### src/rtl/dffl_pipe_pkg.sv
// Shared constants and helpers for the dffl_pipe delay line.
// Reset-value selectors and a constant-context clog2 used by the elaboration checks.
package dffl_pipe_pkg;

    localparam int DFF_RST_ZEROS = 0;
    localparam int DFF_RST_ONES  = 1;

    // Number of bits needed to encode values 0..value-1.
    function automatic int clog2(input int value);
        int bits;
        int v;
        bits = 0;
        v    = value - 1;
        while (v > 0) begin
            bits = bits + 1;
            v    = v >> 1;
        end
        return bits;
    endfunction

endpackage

### src/rtl/dffl_pipe_if.sv
// Control/data bundle of the dffl_pipe delay line.
// The master drives samples and tap selection; the slave (the pipe) returns the tapped sample.
interface dffl_pipe_if #(
    parameter int DATA_WIDTH = 16,
    parameter int CHANNELS   = 2,
    parameter int SEL_W      = 4
);
    localparam int W = DATA_WIDTH * CHANNELS;

    logic             en;
    logic             flush;
    logic [SEL_W-1:0] dly_sel;
    logic [W-1:0]     din;
    logic             din_vld;
    logic [W-1:0]     dout;
    logic             dout_vld;
    logic             dly_clamp;

    modport master (
        output en, flush, dly_sel, din, din_vld,
        input  dout, dout_vld, dly_clamp
    );

    modport slave (
        input  en, flush, dly_sel, din, din_vld,
        output dout, dout_vld, dly_clamp
    );

endinterface

### src/rtl/dffl_pipe_stage.sv
// One enabled register stage carrying a data word plus its valid flag.
// Reset and clear both restore the programmable reset value and drop the valid flag.
module dffl_stage
    import dffl_pipe_pkg::*;
#(
    parameter int DATA_WIDTH = 32,
    parameter int RST_ONES   = DFF_RST_ONES
) (
    input  logic                  clk,
    input  logic                  rst,
    input  logic                  i_clr,
    input  logic                  i_en,
    input  logic [DATA_WIDTH-1:0] i_data,
    input  logic                  i_vld,
    output logic [DATA_WIDTH-1:0] o_data,
    output logic                  o_vld
);
    localparam logic [DATA_WIDTH-1:0] RST_VAL = (RST_ONES != DFF_RST_ZEROS) ? '1 : '0;

    logic [DATA_WIDTH-1:0] r_data;
    logic                  r_vld;

    always_ff @(posedge clk) begin
        if (rst || i_clr) begin
            r_data <= RST_VAL;
            r_vld  <= 1'b0;
        end else if (i_en) begin
            r_data <= i_data;
            r_vld  <= i_vld;
        end
    end

    assign o_data = r_data;
    assign o_vld  = r_vld;

endmodule

### src/rtl/dffl_pipe.sv
// Multi-channel enabled delay line with a runtime-selectable tap, valid tracking and flush.
// All channels travel together in one wide word, so they share en, flush and the valid flag.
module dffl_pipe
    import dffl_pipe_pkg::*;
#(
    parameter int DATA_WIDTH = 16,
    parameter int CHANNELS   = 2,
    parameter int DEPTH      = 8,
    parameter int RST_ONES   = DFF_RST_ONES,
    parameter int SEL_W      = 4
) (
    input  logic       clk,
    input  logic       rst,
    dffl_pipe_if.slave bus
);
    localparam int W = DATA_WIDTH * CHANNELS;

    generate
        if (DEPTH < 1 || SEL_W < clog2(DEPTH + 1)) begin : g_bad_params
            $error("dffl_pipe: need DEPTH >= 1 and 2**SEL_W > DEPTH");
        end
    endgenerate

    // Index 0 is the raw input, index k is the output of stage k-1, so tap k means delay k.
    logic [W-1:0] w_data [0:DEPTH];
    logic         w_vld  [0:DEPTH];

    assign w_data[0] = bus.din;
    assign w_vld[0]  = bus.din_vld;

    genvar gi;
    generate
        for (gi = 0; gi < DEPTH; gi++) begin : g_stage
            dffl_stage #(
                .DATA_WIDTH (W),
                .RST_ONES   (RST_ONES)
            ) u_stage (
                .clk    (clk),
                .rst    (rst),
                .i_clr  (bus.flush),
                .i_en   (bus.en),
                .i_data (w_data[gi]),
                .i_vld  (w_vld[gi]),
                .o_data (w_data[gi+1]),
                .o_vld  (w_vld[gi+1])
            );
        end
    endgenerate

    logic             w_clamp;
    logic [SEL_W-1:0] w_eff;
    logic [W-1:0]     w_dout;
    logic             w_dout_vld;

    assign w_clamp = (bus.dly_sel > SEL_W'(DEPTH));
    assign w_eff   = w_clamp ? SEL_W'(DEPTH) : bus.dly_sel;

    // Zero delay bypasses the stages; its valid is masked so a sample being discarded never shows valid.
    always_comb begin
        w_dout     = w_data[0];
        w_dout_vld = bus.din_vld & ~rst & ~bus.flush;
        for (int k = 1; k <= DEPTH; k++) begin
            if (w_eff == SEL_W'(k)) begin
                w_dout     = w_data[k];
                w_dout_vld = w_vld[k];
            end
        end
    end

    assign bus.dout      = w_dout;
    assign bus.dout_vld  = w_dout_vld;
    assign bus.dly_clamp = w_clamp;

endmodule

### src/flat_wrapper.sv
// flat-port wrapper written by rule: the top's interface ports become plain ports
module dffl_pipe_flat import dffl_pipe_pkg::*;
#(
    parameter int DATA_WIDTH = 16,
    parameter int CHANNELS   = 2,
    parameter int DEPTH      = 8,
    parameter int RST_ONES   = DFF_RST_ONES,
    parameter int SEL_W      = 4
)
  (clk, rst, bus_en, bus_flush, bus_dly_sel, bus_din, bus_din_vld, bus_dout, bus_dout_vld, bus_dly_clamp);
  dffl_pipe_if #(.DATA_WIDTH(DATA_WIDTH), .CHANNELS(CHANNELS), .SEL_W(SEL_W)) bus_i ();
  input  logic clk;
  input  logic rst;
  input wire logic [$bits(bus_i.en)-1:0] bus_en;
  input wire logic [$bits(bus_i.flush)-1:0] bus_flush;
  input wire logic [$bits(bus_i.dly_sel)-1:0] bus_dly_sel;
  input wire logic [$bits(bus_i.din)-1:0] bus_din;
  input wire logic [$bits(bus_i.din_vld)-1:0] bus_din_vld;
  output wire logic [$bits(bus_i.dout)-1:0] bus_dout;
  output wire logic [$bits(bus_i.dout_vld)-1:0] bus_dout_vld;
  output wire logic [$bits(bus_i.dly_clamp)-1:0] bus_dly_clamp;
  assign bus_i.en = bus_en;
  assign bus_i.flush = bus_flush;
  assign bus_i.dly_sel = bus_dly_sel;
  assign bus_i.din = bus_din;
  assign bus_i.din_vld = bus_din_vld;
  assign bus_dout = bus_i.dout;
  assign bus_dout_vld = bus_i.dout_vld;
  assign bus_dly_clamp = bus_i.dly_clamp;
  dffl_pipe #(.DATA_WIDTH(DATA_WIDTH), .CHANNELS(CHANNELS), .DEPTH(DEPTH), .RST_ONES(RST_ONES), .SEL_W(SEL_W)) u_core (.clk(clk), .rst(rst), .bus(bus_i));
endmodule
### config.mk
export PLATFORM = sky130hd
export DESIGN_NAME = dffl_pipe_flat
export DESIGN_NICKNAME = d
export VERILOG_FILES = /design/src/rtl/dffl_pipe_pkg.sv /design/src/rtl/dffl_pipe_if.sv /design/src/rtl/dffl_pipe_stage.sv /design/src/rtl/dffl_pipe.sv /design/src/flat_wrapper.sv
export SDC_FILE = /design/constraint.sdc
export NUM_CORES = 1
export LEC_CHECK = 0
export ABC_AREA = 1
export CAP_MARGIN = 40
export CORE_ASPECT_RATIO = 0.75
export CORE_MARGIN = 2
export CORE_UTILIZATION = 60
export CTS_CLUSTER_SIZE = 14
export DETAILED_ROUTE_END_ITERATION = 8
export PLACE_DENSITY = 0.8
export REMOVE_ABC_BUFFERS = 1
export SLEW_MARGIN = 0
export SYNTH_ARGS = -nofsm -noshare
export SYNTH_HDL_FRONTEND = slang
export SYNTH_SLANG_ARGS = --single-unit
### constraint.sdc
create_clock -name clk -period 4.2 [get_ports clk]
set_input_delay 1.05 -clock clk [delete_from_list [all_inputs] [get_ports clk]]
set_output_delay 1.05 -clock clk [all_outputs]
set_load 0.01 [all_outputs]
==> results.yml, run 1 <==
# generated from flow reports
status:
  status: "finished, final reports clean"
logic_synthesis:
  top_logic_kind: "simple AND/OR/NAND/NOR gates"
  ys_types: 26
  avgSynthCellArea_um2: 6.62
  top_cell: "nand2_1"
  yosysWarnings: 0
  yosysCellCount: 1868
  top_cell_area_share: 0.427
clocking:
  numCtsBuffers: 26
  path_clk_slew_ns: 0.07
  cts_tree: "yes"
  clk_latency_ns: 0.53
final_timing:
  hold_viol: 0
  setup_viol: 0
  period_needed_ns: 4.13
  maxSlewViolCount: 0
  hold_ws_ns: 0.460
  setup_slack_ns: 0.0650
routing:
  routed.top_layer: "met4"
  antenna_left: 0
  drc_errors: 0
  route.met3.wl_um: 2030
global_routing:
  use_met1: 0.416
  grtUsageMet3: 0.0301
  track_usage: 0.283
  grt_pass1_wl_um: 51300
cells_and_area:
  fillers: 1592
  syn_to_final_growth_pct: 19.9
  logic_area_um2: 6010
  fin_util: 0.734
  final_cells: 2191
hold_path:
  hold_end: "u_core.g_stage[7].u_stage.o_data[12]$_SDFFE_PP1P_"
  hp-class: "reg -> reg"
die:
  fp.dieH_um: 128
  die_w_um: 170
  initCoreUtil: 0.612
critical_path:
  ff2ff_setup_slack_ns: 3.51
  worstPathArrival_ns: 3.08
  critPathCaptureType: "primary output"
  rr_startpoint: "u_core.g_stage[5].u_stage.o_data[27]$_SDFFE_PP1P_"
  worstPathCellList: "dlygate4sd2_1 > inv_2 > buf_4 > nand3_4 > buf_4 > buf_4 > o21ai_1 > o21ai_1 > nand2_1 > nand2_1 > nand2_1 > nand2_1 > nand2_1 > nand2_1 > clkdlybuf4s50_1"
placed_design:
  dpl.hpwl_um: 19200
power_and_ir_drop:
  power_frac_clock: 0.419
  powerComb_mw: 0.754
  irDropWorstVdd_mv: 0.331
  comb_power_share: 0.129
  p_sw_frac: 0.255
  power_mw: 5.85
flow_run:
  log.warning_count: 30
-- run 1: cell usage in the layout, fill, tap and decap left out, types with 27 or more instances in the layout --
cell type / count
dlymetal6s2s_1: 30
nand3_1: 215
nand2_1: 791
clkdlybuf4s50_1: 38
o211ai_1: 87
a21oi_1: 85
clkbuf_16: 27
buf_4: 54
dfxtp_1: 264
o21ai_0: 45
inv_1: 126
-- run 1: area by class of cell --
cell class                      count  area share
Clock buffer                       40      0.0529
Clock inverter                      8     0.00776
Inverter                          134      0.0349
Multi-Input combinational cell   1330       0.406
Sequential cell                   264       0.356
Tap cell                          258      0.0218
Timing Repair Buffer              157       0.121
-- run 1: flip-flops by register name, indices dropped and copies added (netlist names) --
register / flops
u_core.g_stage.u_stage.o_data: 256
u_core.g_stage.u_stage.o_vld: 8
**Run 1: metal 1**

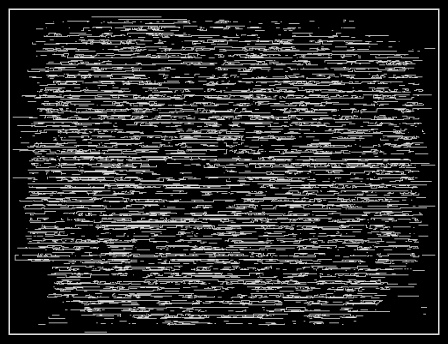
share of all routed wire: 47%
main direction: horizontal
wire length on this layer: 14800 µm
nets with wire on the layer: 1828
longest straight run: 41.9 µm

**Run 1: M2 wires**

Bar = 50 µm. Cells faint in the background.
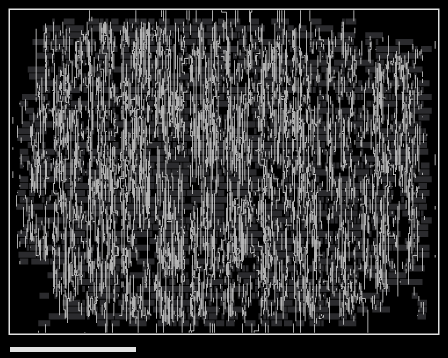
main direction: vertical
nets with wire on the layer: 1398
wire length on this layer: 14300 µm
longest straight run: 53.0 µm

**Run 1: signal wires on met3**

Bar = 50 µm.
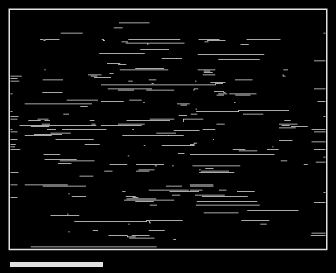
longest straight run: 67.4 µm
main direction: horizontal
nets with wire on the layer: 131

==> run 2: changes to the inputs <==
GPL_ROUTABILITY_DRIVEN = 0   (was not set)
**Run 2: M2 wires**

Bar = 50 µm. Cells faint in the background.
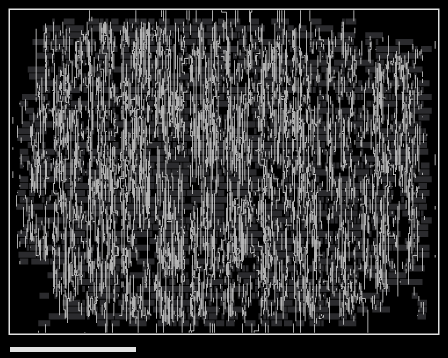
nets with wire on the layer: 1398
wire length on this layer: 14300 µm
longest straight run: 53.0 µm
share of all routed wire: 45%
main direction: vertical

==> results.yml, run 2 <==
# generated from flow reports
global_routing:
  grtUsageMet3: 0.0301
  use_met1: 0.416
  grt_pass1_wl_um: 51300
cells_and_area:
  layout_top_cell: "nand2_1"
  largest_reg_flops: 256
  syn_to_final_growth_pct: 19.9
clocking:
  numCtsBuffers: 26
  cts_tree: "yes"
die:
  die_w_um: 170
routing:
  drc_errors: 0
  routed.top_layer: "met4"
hold_path:
  hold_end: "u_core.g_stage[7].u_stage.o_data[12]$_SDFFE_PP1P_"
critical_path:
  worstPathArrival_ns: 3.08
  critPathCaptureType: "primary output"
  rr_startpoint: "u_core.g_stage[5].u_stage.o_data[27]$_SDFFE_PP1P_"
final_timing:
  setup_slack_ns: 0.0650
  setup_viol: 0
  period_needed_ns: 4.13
status:
  status: "finished, final reports clean"
power_and_ir_drop:
  power_mw: 5.85
## run 2: cell counts in the layout (fill, tap and decap cells not counted)
No cell type changed its count.
## run 2: layout make-up
type / instances / area [µm²] / area share
Inverter: 134 / 518 / 0.0349
Multi-Input combinational cell: 1330 / 6010 / 0.406
Clock inverter: 8 / 115 / 0.00776
Tap cell: 258 / 323 / 0.0218
Clock buffer: 40 / 785 / 0.0529
Sequential cell: 264 / 5290 / 0.356
Timing Repair Buffer: 157 / 1790 / 0.121
## run 2: worst reg2reg max path: stages (launching register included)
cell and delay [ns]:
dfxtp_1 0.33, nand2_1 0.08, o211ai_1 0.11
## run 2: timing repair
item | in CTS | in global routing
gates cloned | 2 | 0
hold endpoints to repair | 0 | 0
setup buffers | 6 | 0
pin swaps | 2 | 0
endpoints found under the setup margin | 33 | 32
resized | 9 | 47
